`src/rtl/impulse_pkg.sv`:
```
// Shared definitions for the voice/envelope datapath.
//   env_state_t  : envelope state encoding, also exported on env_adsr.state
//   ENV_LVL_W    : envelope level accumulator width
//   ENV_LVL_MAX  : full-scale level (all ones)
//   sat_add/sat_sub : saturating level arithmetic at ENV_LVL_W bits
package impulse_pkg;

    localparam int unsigned ENV_LVL_W = 23;
    localparam logic [ENV_LVL_W-1:0] ENV_LVL_MAX = '1;

    typedef enum logic [2:0] {
        ENV_IDLE,
        ENV_ATTACK,
        ENV_DECAY,
        ENV_SUSTAIN,
        ENV_RELEASE
    } env_state_t;

    // Clamp to full scale instead of wrapping.
    function automatic logic [ENV_LVL_W-1:0] sat_add(input logic [ENV_LVL_W-1:0] a,
                                                     input logic [ENV_LVL_W-1:0] b);
        logic [ENV_LVL_W:0] s;
        s = {1'b0, a} + {1'b0, b};
        return s[ENV_LVL_W] ? ENV_LVL_MAX : s[ENV_LVL_W-1:0];
    endfunction

    // Clamp to zero instead of wrapping.
    function automatic logic [ENV_LVL_W-1:0] sat_sub(input logic [ENV_LVL_W-1:0] a,
                                                     input logic [ENV_LVL_W-1:0] b);
        logic [ENV_LVL_W:0] d;
        d = {1'b0, a} - {1'b0, b};
        return d[ENV_LVL_W] ? '0 : d[ENV_LVL_W-1:0];
    endfunction

endpackage

```
`src/rtl/env_adsr.sv`:
```
// ADSR envelope generator, one per oscillator voice.
// Level advances only on sampleTick; volume = {2'b00, level[LVL_W-1 -: 15]}.
// Ports:
//   clk, rst (async, active-low)
//   sampleTick   one-clk strobe per audio sample
//   en           voice enable; low forces IDLE and level 0
//   gate         note held / released, sampled on ticks only
//   attackRate, decayRate, releaseRate  per-tick step sizes (0 = instantaneous)
//   sustainLevel 15-bit sustain volume
//   volume       17-bit signed, never negative
//   active       high while state != IDLE
//   state        current env_state_t
// Build option: ENV_EXP_RELEASE_EN selects an exponential release tail,
// decrement = (level >> releaseRate[3:0]) + 1; otherwise linear by releaseRate.
module env_adsr
    import impulse_pkg::*;
#(
    parameter int unsigned LVL_W = ENV_LVL_W
) (
    input  logic        clk,
    input  logic        rst,
    input  logic        sampleTick,
    input  logic        en,
    input  logic        gate,
    input  logic [15:0] attackRate,
    input  logic [15:0] decayRate,
    input  logic [14:0] sustainLevel,
    input  logic [15:0] releaseRate,
    output logic [16:0] volume,
    output logic        active,
    output logic [2:0]  state
);

    localparam logic [LVL_W-1:0] LVL_MAX = '1;

    env_state_t       state_q, state_d;
    logic [LVL_W-1:0] level_q, level_d;
    logic             gate_prev;

    logic [LVL_W-1:0] sus;
    // One extra MSB on each: carry past full scale, or borrow below zero.
    logic [LVL_W:0]   att_sum;
    logic [LVL_W:0]   dec_diff;
    logic [LVL_W:0]   rel_dec;
    logic [LVL_W:0]   rel_diff;
    logic             rel_instant;

    assign sus      = {sustainLevel, {(LVL_W-15){1'b0}}};
    assign att_sum  = {1'b0, level_q} + {{(LVL_W-15){1'b0}}, attackRate};
    assign dec_diff = {1'b0, level_q} - {{(LVL_W-15){1'b0}}, decayRate};

`ifdef ENV_EXP_RELEASE_EN
    logic [11:0] unused_rel_hi;
    assign unused_rel_hi = releaseRate[15:4];
    // The +1 guarantees progress once the shifted level reaches zero;
    // shift 0 overshoots the level and so empties it in one tick.
    assign rel_dec     = {1'b0, level_q >> releaseRate[3:0]} + {{LVL_W{1'b0}}, 1'b1};
    assign rel_instant = 1'b0;
`else
    assign rel_dec     = {{(LVL_W-15){1'b0}}, releaseRate};
    assign rel_instant = (releaseRate == 16'd0);
`endif

    assign rel_diff = {1'b0, level_q} - rel_dec;

    always_comb begin
        state_d = state_q;
        level_d = level_q;
        if (gate && !gate_prev) begin
            // Retrigger keeps the current level to avoid a click.
            state_d = ENV_ATTACK;
        end else if (!gate && (state_q == ENV_ATTACK || state_q == ENV_DECAY ||
                               state_q == ENV_SUSTAIN)) begin
            state_d = ENV_RELEASE;
        end else begin
            case (state_q)
                ENV_IDLE: begin
                    level_d = '0;
                end
                ENV_ATTACK: begin
                    if (attackRate == 16'd0 || att_sum >= {1'b0, LVL_MAX}) begin
                        level_d = LVL_MAX;
                        state_d = ENV_DECAY;
                    end else begin
                        level_d = att_sum[LVL_W-1:0];
                    end
                end
                ENV_DECAY: begin
                    // A level already at/below sustain also lands here via borrow/compare.
                    if (decayRate == 16'd0 || dec_diff[LVL_W] || dec_diff[LVL_W-1:0] <= sus) begin
                        level_d = sus;
                        state_d = ENV_SUSTAIN;
                    end else begin
                        level_d = dec_diff[LVL_W-1:0];
                    end
                end
                ENV_SUSTAIN: begin
                    level_d = sus;
                end
                ENV_RELEASE: begin
                    if (rel_instant || rel_diff[LVL_W] || rel_diff[LVL_W-1:0] == '0) begin
                        level_d = '0;
                        state_d = ENV_IDLE;
                    end else begin
                        level_d = rel_diff[LVL_W-1:0];
                    end
                end
                default: begin
                    level_d = '0;
                    state_d = ENV_IDLE;
                end
            endcase
        end
    end

    always_ff @(posedge clk or negedge rst) begin
        if (!rst) begin
            state_q   <= ENV_IDLE;
            level_q   <= '0;
            gate_prev <= 1'b0;
            active    <= 1'b0;
        end else if (!en) begin
            // Cleared so a note still held on re-enable starts a fresh attack.
            state_q   <= ENV_IDLE;
            level_q   <= '0;
            gate_prev <= 1'b0;
            active    <= 1'b0;
        end else if (sampleTick) begin
            state_q   <= state_d;
            level_q   <= level_d;
            gate_prev <= gate;
            active    <= (state_d != ENV_IDLE);
        end
    end

    assign volume = {2'b00, level_q[LVL_W-1 -: 15]};
    assign state  = state_q;

endmodule

```
`config.mk`:
```
export PLATFORM = sky130hd
export DESIGN_NAME = env_adsr
export DESIGN_NICKNAME = d
export VERILOG_FILES = /design/src/rtl/impulse_pkg.sv /design/src/rtl/env_adsr.sv
export SDC_FILE = /design/constraint.sdc
export NUM_CORES = 1
export LEC_CHECK = 0
export CAP_MARGIN = 0
export CORE_MARGIN = 5
export CORE_UTILIZATION = 52
export CTS_BUF_LIST = sky130_fd_sc_hd__clkbuf_4 sky130_fd_sc_hd__clkbuf_8
export CTS_CLUSTER_SIZE = 10
export DETAILED_ROUTE_END_ITERATION = 8
export PLACE_DENSITY = 0.8
export SLEW_MARGIN = 20
export SYNTH_ARGS = -nofsm -noshare
export SYNTH_HDL_FRONTEND = slang
export SYNTH_SLANG_ARGS = --single-unit
```
`constraint.sdc`:
```
create_clock -name clk -period 4.7 [get_ports clk]
set_input_delay 0.705 -clock clk [delete_from_list [all_inputs] [get_ports clk]]
set_output_delay 0.705 -clock clk [all_outputs]
set_load 0.1 [all_outputs]
```
==> run notes, run 1 <==
The run finished, with violations left. The checks that failed: setup timing. The logs give 701 µm² for the area taken by flip-flops and latches and 0.29 ns for the clock insertion delay at the later pin of the skew report. Per the layout report, the design carries 930 filler cells.

The tightest min-delay check is of the reg2reg type. After synthesis, the largest family of logic cells by area is AND-OR/OR-AND gates. After clock tree synthesis, the setup repair step added 7 buffers. Per the timing report, the achievable frequency comes out to 211 MHz. The routed length on met2 was 9410 µm. STA classifies the critical path startpoint as an input port.

The run gives 0.237 for the post-synthesis share of cell area spent on and, or, nand and nor gates. With the area share of buffers outside the clock network at 0.210, the global placer's final weighted congestion is 0.988. The met3 global-route usage was 0.0437; the starting utilization of the core area was 0.526. Data on the critical path is required at its endpoint by 4.87 ns. The average routed wire per standard cell was 19.5 µm. The run gives 2350 µm as the routed length on met3. The xor/xnor share of the synthesized area works out to 0.0571. The final layout report lists a non-clock inverter count of 67. The run gives -0.0355 ns for the slack of the critical path.

Among logic cells in the layout, the one with the most instances is sky130_fd_sc_hd__buf_4. Per the synthesis report, the dominant area consumer among library cells is sky130_fd_sc_hd__ha_1. The sequential cell count of the final layout was 28. TritonCTS created 3 clock buffers. The last timing report of the flow puts the setup violation total at 5. The logs give 0.264 mW for the switching power summed over all nets and 6 for the count of TritonRoute iterations in the first routing pass. For this block, the routed nets add up to 21700 µm of wire. The area of the mapped netlist came out at 0.00598 mm². The fraction of registers with async set/reset works out to 1.00. The critical path contains buffers and inverters numbering 3 combined. After layout, the minimum clock period comes to 4.74 ns. The maximum single-stage delay on the critical path was 0.46 ns. Per the detail_route report, the via count comes to 7213. Hold is met by 0.580 ns.

The tools report the total number of H-tree levels as 1. The total global routing track utilization was 0.303. With the synthesized instance count at 825, the violation count after the first detailed-routing iteration is 745.
run 1: through the flow:
step                TNS, ns  total power [mW]  instances  worst slack (ns)  area, µm²
global route          -4.41             0.802       1111            -0.263       7930
detailed placement   -17.14             0.550       1095            -0.815       7500
finish               -0.101             0.767       1111           -0.0355       7930
CTS                       0             0.751       1106           0.00352       7760
floorplan            -0.748             0.412        826            -0.159       6050
global placement     -14.49             0.548       1095            -0.695       7500
run 1: flip-flops by register name, indices dropped and copies added (netlist names):
| name | count |
|---|---|
| level_q | 23 |
| state | 3 |
| active | 1 |
| gate_prev | 1 |
run 1: power by group through the flow:
stage	combinational (mW)	clock, mW	sequential (mW)
global route	0.348	0.209	0.246
global placement	0.298	0	0.250
CTS	0.306	0.199	0.245
finish	0.321	0.200	0.245
floorplan	0.153	0	0.258
detailed placement	0.300	0	0.250
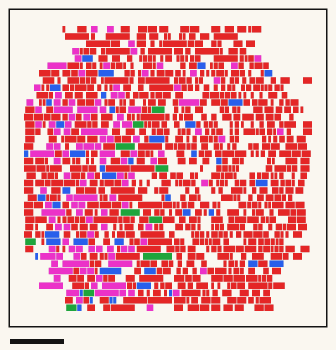
run_1/sizes.png
Bar = 20 µm.
| size | colour | cells | share | most used |
|---|---|---|---|---|
| _6 and larger | green | 10 | 1.0% | buf_6 |
| _0 and _1 cells | red | 796 | 82% | clkdlybuf4s50_1 |
| _3 and _4 cells | magenta | 120 | 12% | buf_4 |
| _2 cells | blue | 42 | 4.3% | inv_2 |

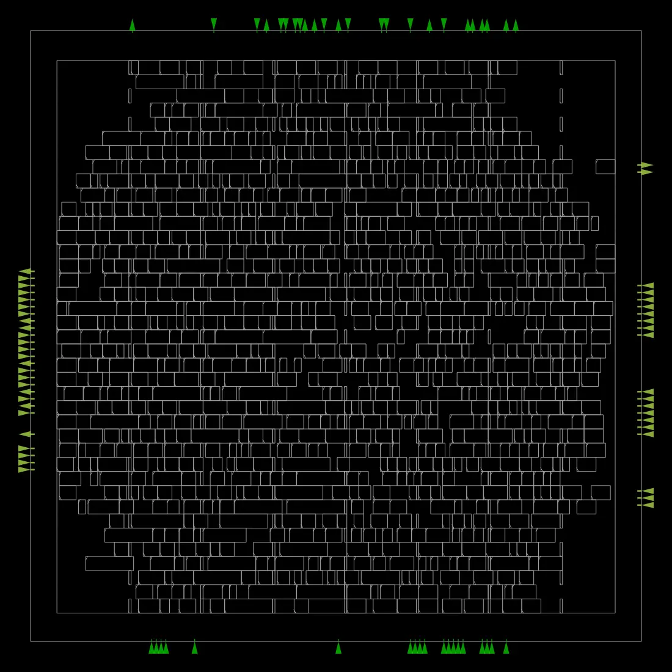
run_1/placement.png
final standard cell count with taps included and fillers excluded: 1111
final core utilization: 0.697
Tapcell Cnt: 143
Floorplan Core Area: 0.0114 mm²

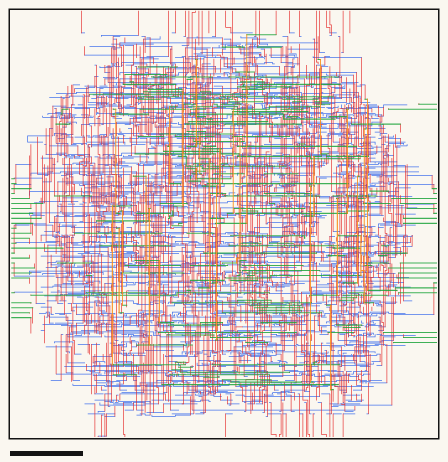
run_1/wires.png
Bar = 20 µm.
| layer | colour | wire length |
|---|---|---|
| metal 4 | orange | 807 µm |
| metal 2 | red | 9410 µm |
| metal 3 | green | 2350 µm |
| metal 1 | blue | 9080 µm |

run_1/layer_met3.png
Bar = 20 µm.
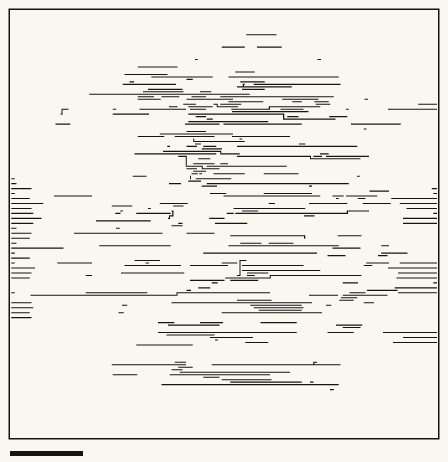

## Run 2: what changed since run 1
GPL_ROUTABILITY_DRIVEN = 0   (was default)
SLEW_MARGIN = 30   (was 20)
TNS_END_PERCENT = 1   (was default)
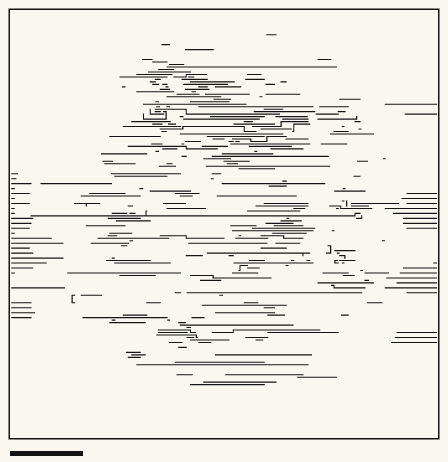
run_2/layer_met3.png
Bar = 20 µm.
wire length on this layer: 2560 µm
nets with wire on the layer: 217
share of all routed wire: 12%

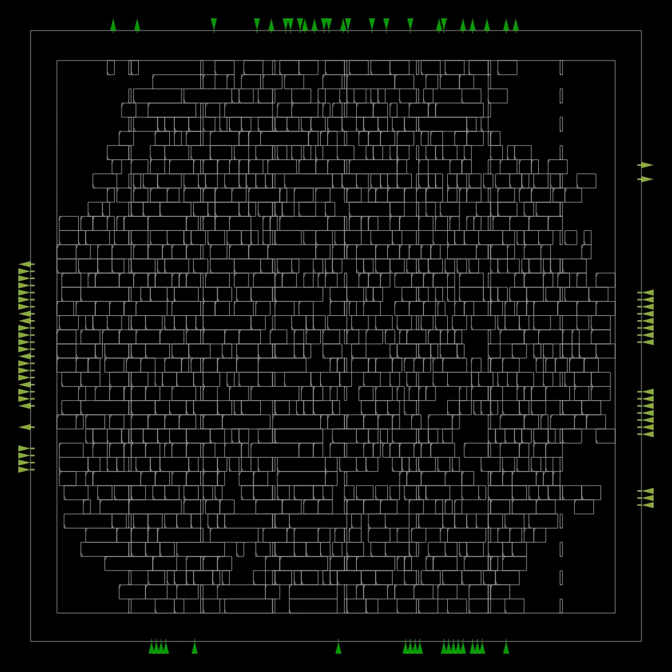
run_2/placement.png
final core utilization: 0.702
flip-flop and latch count: 28
register fraction of the total cell area: 0.0878

==> run notes, run 2 <==
Across all hold checks on the routed design, the worst slack comes to 0.590 ns. In this run, the number of DRC markers left after iteration 0 of detailed routing was 900. The post-CTS setup buffer count came out at 10. With the post-place setup slack at -0.817 ns, the maximum single-stage delay on the critical path is 0.58 ns. In the detailed route, the total length drawn on met2 is 9750 µm. The logs give -0.207 ns for the slack of the critical path and 0.00752 mm² for the placed instance area.

The design area is 0.00798 mm², and the starting utilization of the core area is 0.526. Once layout is complete, the cells apart from fillers number 1120. The last timing report of the flow puts the setup violation total at 24. The average routed wire per standard cell works out to 19.5 µm. For reference, the top logic cell family by area is AND-OR/OR-AND gates.

The most common logic cell in the final layout is sky130_fd_sc_hd__buf_4. The first TritonRoute pass finished after 6 iterations. Across all layers, the routed design uses 7369 vias. Wire length after detailed routing: 21900 µm. The xor/xnor share of the synthesized area was 0.0571. The flow ran to the end, but the final reports show violations. Register bank with the most flops: level_q. The checks that failed: setup timing.

The run gives 1 as the total number of H-tree levels. The combined buffer and inverter count along the critical path is 6. The path class of the lowest-slack min-delay path was reg2reg. The area of the mapped netlist was 0.00598 mm²; the clock group total power was 0.200 mW. The data required time reported for the critical path is 4.89 ns.
[run 2: cell count changes in the layout (fill, tap and decap cells not counted), sizes merged]
cell,change
clkbuf,-1
buf,+9
dlymetal6s2s,+1
clkdlybuf4s15,+1
dlygate4sd2,-2
clkdlybuf4s50,+1
[run 2: final cells by class]
| class | count | area, µm² | area share |
|---|---|---|---|
| well taps | 143 | 179 | 0.0224 |
| flip-flops and latches | 28 | 701 | 0.0878 |
| repair buffers | 199 | 1740 | 0.217 |
| inverters | 67 | 251 | 0.0315 |
| clock inverters | 1 | 30.0 | 0.00376 |
| clock buffers | 3 | 41.3 | 0.00517 |
| multi-input cells | 679 | 5040 | 0.632 |
run_2/layer_met4.png
Supply wires on this layer in grey.
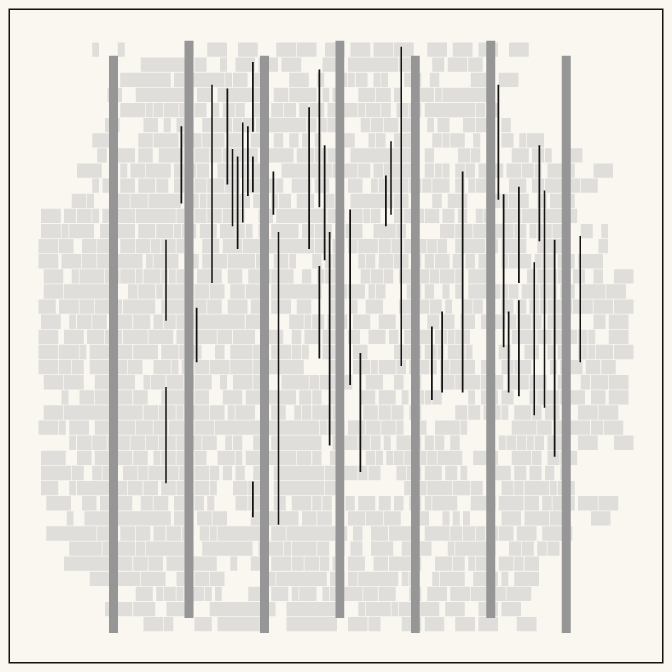

## Run 3: what changed since run 2
CORE_UTILIZATION = 33   (was 52)
PLACE_DENSITY = default   (was 0.8)
clock period = 4.25 ns   (was 4.7 ns; I/O delays follow)
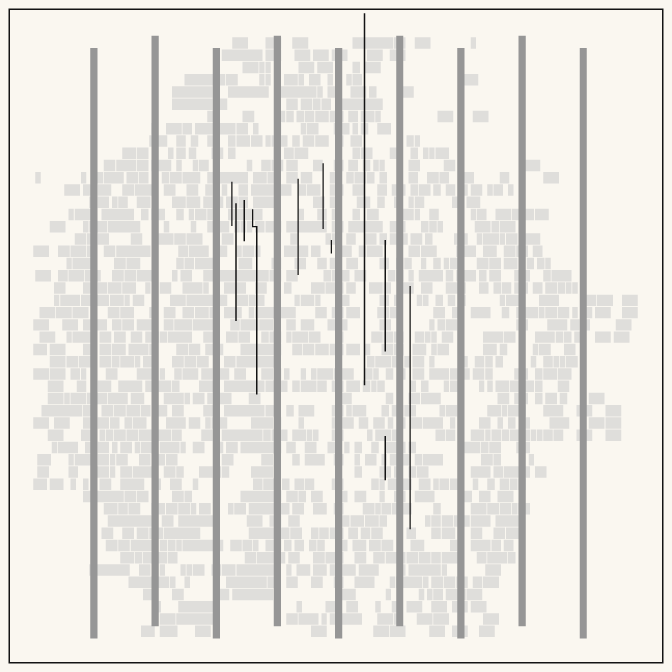
run_3/layer_met4.png
Supply wires on this layer in grey.
share of all routed wire: 1.3%
main direction: vertical
longest straight run: 82.3 µm
wire length on this layer: 294 µm
nets with wire on the layer: 10

==> run notes, run 3 <==
The highest clock rate this design can be run at is 217 MHz. The total CTS buffers is 3. The prevailing logic family in the synthesized netlist was AND-OR/OR-AND gates. The tools report the met3 global-route usage as 0.0181. Counting the fill cells in the layout gives 1797. The maximum single-stage delay on the critical path came out at 0.51 ns. The checks that failed: setup timing.

Summing all multi-input logic gate instances after layout gives 0.00499 mm². The final report gives the standard cell area, fillers excluded, as 0.00845 mm². The total negative slack for setup checks was -7.25 ns.

Ranked by power, first place goes to combinational logic. Area of the mapped netlist: 0.00598 mm². The logs give 0.561 ns for the worst slack on hold paths and 0.29 ns for the clock insertion delay at the later pin of the skew report. After detailed routing, the met3 layer carries 1520 µm of wire. In the post-route report, total wirelength is listed as 23100 µm. Per the placement report, the placed cell count is 1251.

The flow ran to the end, but the final reports show violations. The logs give -0.362 ns for the slack of the critical path and 25 for the final tally of setup violations. Power consumption: 0.820 mW.
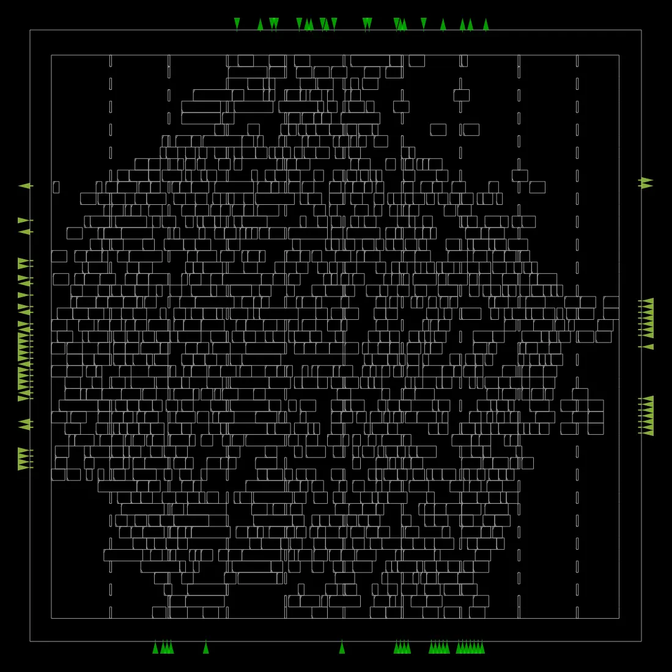
run_3/placement.png
final core utilization: 0.472
site row count: 49

run 3: area by class of cell:
type                       instances  area share
tap                              229      0.0339
multi-input combinational        679       0.590
sequential                        28      0.0830
clock buffer                       4     0.00652
timing repair buffer             260       0.256
inverter                          67      0.0298
run 3: final timing paths:
kind / start / end / slack (ns) / cells past startpoint
min reg2reg: active / active / 0.56 / 2
min in group asynchronous: rst / state[2] / 0.72 / 2
max in group asynchronous: rst / level_q[1] / 3.23 / 2
max reg2reg: level_q[1] / level_q[22] / -0.30 / 21
max: decayRate[10] / level_q[7] / -0.36 / 21
min: active / active / 0.56 / 2
run 3: what timing repair did:
action | in CTS | in global routing
hold buffers | 0 | 0
resized | 52 | 6
buffers inserted | 10 | 2
cloned | 0 | 0
pin swaps | 35 | 10
setup endpoints to repair | 25 | 25
Power and IR drop assume default switching activity.
